==> images/io_placement.png <==
Bar = 50 µm. Pins as bars across the die edge, other pins in gray.
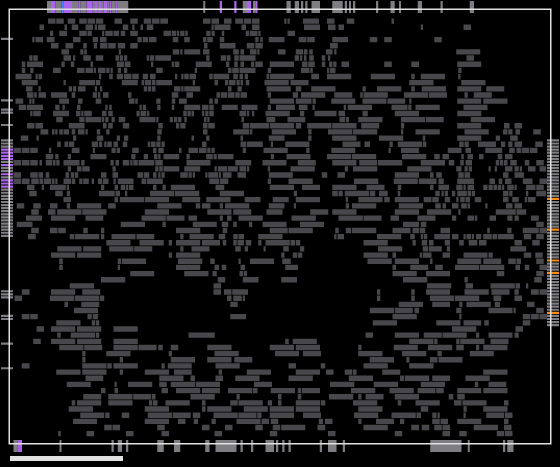
==> images/layer_met1.png <==
Bar = 50 µm.
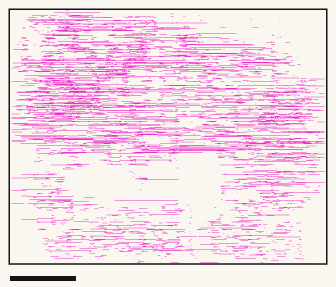
==> images/detail.png <==
Bar = 20 µm. Window x 94 to 144, y 109 to 159 µm. Cells in gray, sequential cells in the stronger gray; small squares are vias.
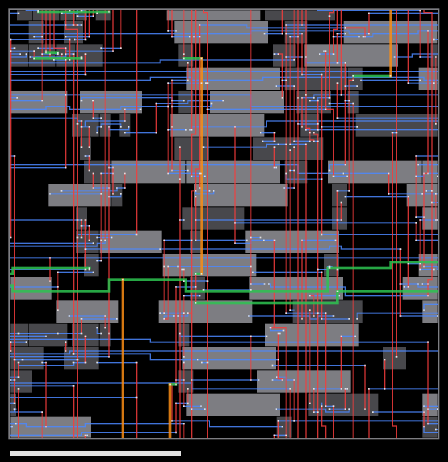
==> images/flops_by_reg.png <==
Bar = 50 µm. Other sequential cells in the stronger gray, the rest of the logic in the fainter gray.
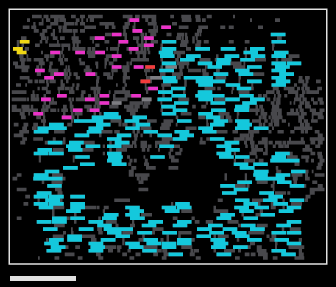
File: src/rtl/rv32_pkg.sv
// Shared RV32 constants for the fetch path.
//   NOP_INSTR        : canonical NOP (addi x0, x0, 0) shown on an empty decode slot
//   RS1_LSB/RS2_LSB  : bit positions of the rs1/rs2 register fields
//   REG_W            : register index width
//   DEFAULT_RESET_PC : first fetch address after reset unless overridden
package rv32_pkg;

  localparam logic [31:0] NOP_INSTR        = 32'h0000_0013;
  localparam int          RS1_LSB          = 15;
  localparam int          RS2_LSB          = 20;
  localparam int          REG_W            = 5;
  localparam logic [31:0] DEFAULT_RESET_PC = 32'h0000_0000;

endpackage

File: src/rtl/ifetch_queue_if.sv
// Bus bundle between the instruction bus, the fetch queue and the decode stage.
//   iaddr/idata/iready_n : instruction bus (iready_n low = idata valid for iaddr)
//   redir_*              : ID-stage (early) and MEM-stage (late) redirects
//   out_*                : head entry presented to decode, plus pre-decoded rs1/rs2
//   fetch_busy           : queue has room, so a fetch is outstanding on the bus
//
// Handshakes: a fetch completes at a clock edge where fetch_busy=1 and
// iready_n=0; the head entry is consumed at a clock edge where out_valid=1
// and out_stall=0. Neither side may make its valid depend combinationally on
// the other side's ready (fetch_busy never depends on out_stall).
interface ifetch_queue_if #(
  parameter int XLEN = 32
);
  logic [XLEN-1:0] iaddr;
  logic [31:0]     idata;
  logic            iready_n;
  logic            redir_early;
  logic [XLEN-1:0] redir_early_pc;
  logic            redir_late;
  logic [XLEN-1:0] redir_late_pc;
  logic            out_stall;
  logic            out_valid;
  logic [31:0]     out_instr;
  logic [XLEN-1:0] out_pc;
  logic [XLEN-1:0] out_pcp4;
  logic [4:0]      out_rs1;
  logic [4:0]      out_rs2;
  logic            fetch_busy;

  // master: the fetch queue itself
  modport master (
    output iaddr, out_valid, out_instr, out_pc, out_pcp4, out_rs1, out_rs2, fetch_busy,
    input  idata, iready_n, redir_early, redir_early_pc, redir_late, redir_late_pc, out_stall
  );

  // slave: the surrounding core / bus / decode side
  modport slave (
    input  iaddr, out_valid, out_instr, out_pc, out_pcp4, out_rs1, out_rs2, fetch_busy,
    output idata, iready_n, redir_early, redir_early_pc, redir_late, redir_late_pc, out_stall
  );
endinterface

File: src/rtl/ifq_fifo.sv
// DEPTH x W storage FIFO for the fetch queue.
//   clk, rst : clock and synchronous active-high reset
//   flush    : empties the FIFO at the next edge (redirect); wins over wr/rd
//   wr_en    : write wr_data at the tail (ignored when full)
//   rd_en    : drop the head entry (ignored when empty)
//   rd_data  : head entry, combinational from storage
//   count    : occupancy, 0..DEPTH
module ifq_fifo #(
  parameter  int W     = 64,
  parameter  int DEPTH = 4,
  localparam int PW    = $clog2(DEPTH),
  localparam int CW    = PW + 1
) (
  input  logic          clk,
  input  logic          rst,
  input  logic          flush,
  input  logic          wr_en,
  input  logic [W-1:0]  wr_data,
  input  logic          rd_en,
  output logic [W-1:0]  rd_data,
  output logic [CW-1:0] count
);

  logic [W-1:0]  mem [DEPTH];
  logic [PW-1:0] rd_ptr;
  logic [PW-1:0] wr_ptr;
  logic          wr_ok;
  logic          rd_ok;

  // Full blocks a write even if a read happens in the same cycle.
  assign wr_ok   = wr_en && (count != CW'(DEPTH));
  assign rd_ok   = rd_en && (count != '0);
  assign rd_data = mem[rd_ptr];

  always_ff @(posedge clk) begin
    if (rst || flush) begin
      rd_ptr <= '0;
      wr_ptr <= '0;
      count  <= '0;
    end else begin
      // DEPTH is a power of two, so pointer overflow is the modulo wrap.
      if (wr_ok) wr_ptr <= wr_ptr + PW'(1);
      if (rd_ok) rd_ptr <= rd_ptr + PW'(1);
      case ({wr_ok, rd_ok})
        2'b10:   count <= count + CW'(1);
        2'b01:   count <= count - CW'(1);
        default: count <= count;
      endcase
    end
  end

  // Storage has no reset; empty entries are masked by the consumer.
  always_ff @(posedge clk) begin
    if (wr_ok && !rst && !flush) mem[wr_ptr] <= wr_data;
  end

endmodule

File: src/rtl/ifetch_queue.sv
// Instruction fetch queue: prefetches {PC, instruction} pairs from the
// instruction bus into a DEPTH-entry FIFO and presents the head to decode.
//   clk, rst : clock and synchronous active-high reset
//   bus      : ifetch_queue_if.master (instruction bus, redirects, decode side)
// Redirect priority: rst > redir_late > redir_early > push/pop. A redirect
// empties the queue and cancels any push/pop of that cycle.
module ifetch_queue
  import rv32_pkg::*;
#(
  parameter int              XLEN     = 32,
  parameter int              DEPTH    = 4,
  parameter logic [XLEN-1:0] RESET_PC = XLEN'(DEFAULT_RESET_PC)
) (
  input logic            clk,
  input logic            rst,
  ifetch_queue_if.master bus
);

  localparam int CW = $clog2(DEPTH) + 1;
  localparam int EW = XLEN + 32;

  logic [XLEN-1:0] fetch_pc;
  logic [CW-1:0]   count;
  logic [EW-1:0]   head;
  logic [XLEN-1:0] head_pc;
  logic [31:0]     head_instr;
  logic            redirect;
  logic [XLEN-1:0] redir_tgt;
  logic [XLEN-1:0] redir_pc;
  logic            fetch_busy;
  logic            valid;
  logic            push;
  logic            pop;

  always_comb begin
    redirect  = bus.redir_late || bus.redir_early;
    redir_tgt = bus.redir_late ? bus.redir_late_pc : bus.redir_early_pc;
    // Targets are word aligned: low two bits are dropped.
    redir_pc  = redir_tgt & ~XLEN'(3);
  end

  // fetch_busy comes only from the registered count, never from out_stall,
  // so a full queue will not accept data even while it is being drained.
  assign fetch_busy = (count < CW'(DEPTH));
  assign valid      = (count != '0);
  assign push       = fetch_busy && !bus.iready_n && !redirect;
  assign pop        = valid && !bus.out_stall && !redirect;

  always_ff @(posedge clk) begin
    if (rst) begin
      fetch_pc <= RESET_PC;
    end else if (redirect) begin
      fetch_pc <= redir_pc;
    end else if (push) begin
      fetch_pc <= fetch_pc + XLEN'(4);
    end
  end

  ifq_fifo #(
    .W     (EW),
    .DEPTH (DEPTH)
  ) u_fifo (
    .clk     (clk),
    .rst     (rst),
    .flush   (redirect),
    .wr_en   (push),
    .wr_data ({fetch_pc, bus.idata}),
    .rd_en   (pop),
    .rd_data (head),
    .count   (count)
  );

  assign head_pc    = head[EW-1:32];
  assign head_instr = head[31:0];

  // Empty queue shows a NOP at PC 0 so decode never sees stale storage.
  always_comb begin
    bus.iaddr      = fetch_pc;
    bus.fetch_busy = fetch_busy;
    bus.out_valid  = valid;
    bus.out_instr  = valid ? head_instr : NOP_INSTR;
    bus.out_pc     = valid ? head_pc : '0;
    bus.out_pcp4   = valid ? head_pc + XLEN'(4) : '0;
    bus.out_rs1    = bus.out_instr[RS1_LSB +: REG_W];
    bus.out_rs2    = bus.out_instr[RS2_LSB +: REG_W];
  end

endmodule

File: src/flat_wrapper.sv
// flat-port wrapper written by rule: the top's interface ports become plain ports
module ifetch_queue_flat import rv32_pkg::*;
#(
  parameter int              XLEN     = 32,
  parameter int              DEPTH    = 4,
  parameter logic [XLEN-1:0] RESET_PC = XLEN'(DEFAULT_RESET_PC)
)
  (clk, rst, bus_iaddr, bus_out_valid, bus_out_instr, bus_out_pc, bus_out_pcp4, bus_out_rs1, bus_out_rs2, bus_fetch_busy, bus_idata, bus_iready_n, bus_redir_early, bus_redir_early_pc, bus_redir_late, bus_redir_late_pc, bus_out_stall);
  ifetch_queue_if #(.XLEN(XLEN)) bus_i ();
  input logic clk;
  input logic rst;
  output wire logic [$bits(bus_i.iaddr)-1:0] bus_iaddr;
  output wire logic [$bits(bus_i.out_valid)-1:0] bus_out_valid;
  output wire logic [$bits(bus_i.out_instr)-1:0] bus_out_instr;
  output wire logic [$bits(bus_i.out_pc)-1:0] bus_out_pc;
  output wire logic [$bits(bus_i.out_pcp4)-1:0] bus_out_pcp4;
  output wire logic [$bits(bus_i.out_rs1)-1:0] bus_out_rs1;
  output wire logic [$bits(bus_i.out_rs2)-1:0] bus_out_rs2;
  output wire logic [$bits(bus_i.fetch_busy)-1:0] bus_fetch_busy;
  input wire logic [$bits(bus_i.idata)-1:0] bus_idata;
  input wire logic [$bits(bus_i.iready_n)-1:0] bus_iready_n;
  input wire logic [$bits(bus_i.redir_early)-1:0] bus_redir_early;
  input wire logic [$bits(bus_i.redir_early_pc)-1:0] bus_redir_early_pc;
  input wire logic [$bits(bus_i.redir_late)-1:0] bus_redir_late;
  input wire logic [$bits(bus_i.redir_late_pc)-1:0] bus_redir_late_pc;
  input wire logic [$bits(bus_i.out_stall)-1:0] bus_out_stall;
  assign bus_iaddr = bus_i.iaddr;
  assign bus_out_valid = bus_i.out_valid;
  assign bus_out_instr = bus_i.out_instr;
  assign bus_out_pc = bus_i.out_pc;
  assign bus_out_pcp4 = bus_i.out_pcp4;
  assign bus_out_rs1 = bus_i.out_rs1;
  assign bus_out_rs2 = bus_i.out_rs2;
  assign bus_fetch_busy = bus_i.fetch_busy;
  assign bus_i.idata = bus_idata;
  assign bus_i.iready_n = bus_iready_n;
  assign bus_i.redir_early = bus_redir_early;
  assign bus_i.redir_early_pc = bus_redir_early_pc;
  assign bus_i.redir_late = bus_redir_late;
  assign bus_i.redir_late_pc = bus_redir_late_pc;
  assign bus_i.out_stall = bus_out_stall;
  ifetch_queue #(.XLEN(XLEN), .DEPTH(DEPTH), .RESET_PC(RESET_PC)) u_core (.clk(clk), .rst(rst), .bus(bus_i));
endmodule
File: config.mk
export PLATFORM = sky130hd
export DESIGN_NAME = ifetch_queue_flat
export DESIGN_NICKNAME = d
export VERILOG_FILES = /design/src/rtl/rv32_pkg.sv /design/src/rtl/ifetch_queue_if.sv /design/src/rtl/ifq_fifo.sv /design/src/rtl/ifetch_queue.sv /design/src/flat_wrapper.sv
export SDC_FILE = /design/constraint.sdc
export NUM_CORES = 1
export LEC_CHECK = 0
export CAP_MARGIN = 20
export CORE_ASPECT_RATIO = 0.8
export CORE_MARGIN = 1
export CORE_UTILIZATION = 29
export CTS_BUF_LIST = sky130_fd_sc_hd__clkbuf_2
export CTS_CLUSTER_DIAMETER = 150
export DETAILED_ROUTE_END_ITERATION = 8
export PLACE_DENSITY = 0.46
export SLEW_MARGIN = 20
export SYNTH_ARGS = -nofsm -noshare
export SYNTH_HDL_FRONTEND = slang
export SYNTH_SLANG_ARGS = --single-unit
File: constraint.sdc
create_clock -name clk -period 4.8 [get_ports clk]
set_input_delay 0.96 -clock clk [delete_from_list [all_inputs] [get_ports clk]]
set_output_delay 0.96 -clock clk [all_outputs]
set_load 0.05 [all_outputs]
==> reports/qor.json <==
{
  "routing": {
    "wl_met2_um": 17600,
    "drt_drc_violations_left": 0,
    "antenna_violating_nets_post_route": 0,
    "first_iter_violations": 599,
    "dr.max_layer_used": "met4",
    "detail_route.vias_per_cell": 4.87,
    "route.layer.met1.wl_um": 18800,
    "met3RoutedLength_um": 2310,
    "drt-pass1-iter-count": 5,
    "routed_wire_length_per_instance_um": 21.0
  },
  "placed_design": {
    "detailedPlacementHpwl_um": 25400,
    "place_congestion": 0.792,
    "placed_area_um2": 16100,
    "i_o_buffers": 231,
    "numPlacedInstances": 1694
  },
  "timing": {
    "achievable-frequency_ghz": 0.215,
    "final_count_of_hold_timing_violations": 0,
    "post-route-period-util_pct": 97.1,
    "maxSlewViolCount": 0,
    "setup_viol": 0,
    "finalHoldWorstSlack_ps": 517,
    "timing.final.crit_period_ps": 4660,
    "slew_worst_pin_ps": 730,
    "worst_clock_skew_ps": 87.6,
    "maxSlewHeadroom_pct": 50.9
  },
  "clocking": {
    "cts-resized-gates": 34,
    "clk_transition_reported_paths_ps": 100,
    "tritoncts_clock_tree": "yes",
    "cts-root-buf": "clkbuf_2",
    "hold_buffers": 0,
    "clock_insertion_delay_worst_skew_ps": 980,
    "cts_inserted_buffers": 79,
    "cts-htree-levels": 3,
    "ctsLongestPathBuffers": 3,
    "clock_sinks": 287
  },
  "power": {
    "power.density_cell_area_nw_per_um2": 294,
    "power.combinational.fraction_pct": 8.4,
    "clock_power_share_pct": 35.9,
    "p_leak_nw": 5.65,
    "total_switching_power_mw": 1.37,
    "ir_worst_vdd_v": 0.000121,
    "total_power_mw": 5.06,
    "power.sequential.fraction_pct": 55.6
  },
  "synthesis": {
    "most_instantiated_cells_after_synthesis": "edfxtp_1 (248), nor2b_1 (62), nor2_1 (57)",
    "yosysSeqAreaShare_pct": 63.4,
    "yosys.area_share.adder_pct": 0.829,
    "yosys.cell_types.count": 62,
    "synth_top_cell_by_area": "edfxtp_1",
    "synth-compound-area-share_pct": 6.87,
    "synth_warnings": 0,
    "xor_and_xnor_area_share_after_synthesis_pct": 1.42,
    "synth-edff-count": 248,
    "syn_area_um2": 13000,
    "post_synth.cell_area_avg_um2": 14.2,
    "postSynthCellCount": 914,
    "post_synth_mux_area_share_pct": 11.8,
    "synth.area.top_cells": "edfxtp_1 (57%), mux4_2 (9.0%), dfxtp_1 (6.0%), nor2b_1 (3.0%), mux4_1 (2.0%)",
    "synth.yosys.chip_area_um2": 13000,
    "top_cell": "edfxtp_1",
    "flop_cell": "edfxtp_1",
    "simple_gate_area_share_pct": 12.2
  },
  "finish": {
    "area.share.combinational_pct": 25.6,
    "num-nets-final": 1322,
    "buffer_area_share_pct": 17.5,
    "sh_seq_area_pct": 47.8,
    "layout_top_cells_excl_fill_tap": "edfxtp_1 (248), clkdlybuf4s50_1 (206), clkbuf_2 (106)",
    "design.seq.count": 287,
    "postLayoutCellArea_um2": 17200,
    "area_grow_syn2layout_pct": 32.8,
    "num-multi-input-gates": 542,
    "clk_share_pct": 4.34,
    "regArea_um2": 8240,
    "nonClockBufferCount": 284,
    "instances_no_fill": 1869,
    "fillCellCount": 4180,
    "num_antenna_cells": 6,
    "commonest_non_fill_non_tap_cell_in_the_layout": "edfxtp_1",
    "inverters_excl_clock": 18,
    "final.clkbuf_count": 106
  },
  "floorplan": {
    "floorplan.die.height_um": 191,
    "floorplan.io_pins": 242,
    "design.core.area_um2": 43600,
    "floorplan.die.width_um": 239,
    "nWellTaps": 595
  },
  "global_routing": {
    "grt_pass1_vias": 9267,
    "grt_max_degree": 93,
    "overflow": 0,
    "grt_first_pass_wirelength_um": 58200,
    "antenna_found_initial": 2
  },
  "critical_path": {
    "worstPathRequired_ps": 3840,
    "crit_path_max_fanout": 8,
    "setup.worst_path.class": "reg -> out",
    "crit_path_end_kind": "primary output",
    "critical_path_arrival_ps": 3700,
    "critPathLaunchType": "flop"
  },
  "status": {
    "run_status": "finished clean"
  },
  "hold_path": {
    "hp-class": "reg -> reg"
  }
}
About io_placement.png:
Key: orange = `bus_out_rs1` [pins 5, direction output, edge right]; purple = `bus_redir_late_pc` [pins 32, direction input, edge 21 top, 9 left, 2 bottom]; blue = `rst` [pins 1, direction input, edge top]
All pins by edge: 75 top, 62 bottom, 61 right, 44 left.

About layer_met1.png:
1198 nets have wire on it. The wires run mostly horizontal. The layer holds 48% of the routed length. The longest straight run is 78.7 µm. The layer carries 18800 µm of wire.
met1 Resource Use GR: 24.5%
total via count after detailed routing: 9105
Post-Route WL: 39300 µm

About detail.png:
Key: orange = metal 4; red = metal 2; blue = metal 1; green = metal 3
Most frequent: edfxtp_1 (17), clkbuf_2 (11), dfxtp_1 (6). Sequential cells in the window: 25. Netlist names of flops here include `u_core.u_fifo.mem` (17), `u_core.bus.iaddr` (3), `u_core.u_fifo.rd_ptr` (2). 72 logic cells have their middle in the window.

About flops_by_reg.png:
Key: magenta = `u_core.bus.iaddr` [sequential cells 30]; red = `u_core.u_fifo.rd_ptr` [sequential cells 2]; yellow = `u_core.u_fifo.count` [sequential cells 3]; cyan = `u_core.u_fifo.mem` [sequential cells 248, where widely spread]

-- stage by stage --
step / utilization [%] / TNS [ps] / setup WS (ps)
floorplan: - / 0 / 505
global placement: 36.8 / 0 / 545
detailed placement: 36.8 / 0 / 535
CTS: 39.2 / -43.1 / -21.9
global route: 39.5 / -699 / -106
finish: 39.5 / 0 / 141
-- final timing paths --
path	start	slack (ps)	end	cells after the start
worst max-delay path	flop	140	bus_out_pcp4[20]	8
worst max register to register	u_core.bus.iaddr[4]	2200	u_core.bus.iaddr[31]	5
worst min-delay path	u_core.u_fifo.wr_ptr[1]	520	u_core.u_fifo.wr_ptr[1]	2
worst min register to register	u_core.u_fifo.wr_ptr[1]	520	u_core.u_fifo.wr_ptr[1]	2
-- routing by layer --
layer,track usage [%],vias to the layer above
met2,26.4,308
met5,0,-
met3,4.59,50
met1,24.5,4558
li1,-,4189
met4,4.88,0
-- state kept, by name, indices dropped and copies added (netlist names), named ones only --
signal and cells:
u_core.u_fifo.mem 248, u_core.u_fifo.count 3, u_core.u_fifo.wr_ptr 2, u_core.u_fifo.rd_ptr 2, u_core.bus.iaddr 30
-- power groups by stage --
stage               Clock (mW)  Sequential, mW  Combinational [mW]
floorplan                    0            2.90               0.165
global placement             0            2.87               0.420
detailed placement           0            2.87               0.422
CTS                       1.91            2.82               0.428
global route              2.03            2.82               0.457
finish                    1.82            2.82               0.428
-- worst max-delay path: stages (launching register included) --
cell and delay (ps):
dfxtp_4 370, buf_4 170, buf_4 150, mux4_2 410, nand4_4 140, or4b_4 630, or4_4 450, a21oi_2 200
buf_12 160
-- logic make-up after synthesis --
family | count (synthesis)
AND/OR/NAND/NOR | 293
AND-OR/OR-AND | 143
flip-flops | 287
multiplexers | 71
XOR/XNOR | 21
buffers and inverters | 90
adder cells (fa/ha/maj) | 8
other | 1
Power is estimated from default activity; no workload was simulated.
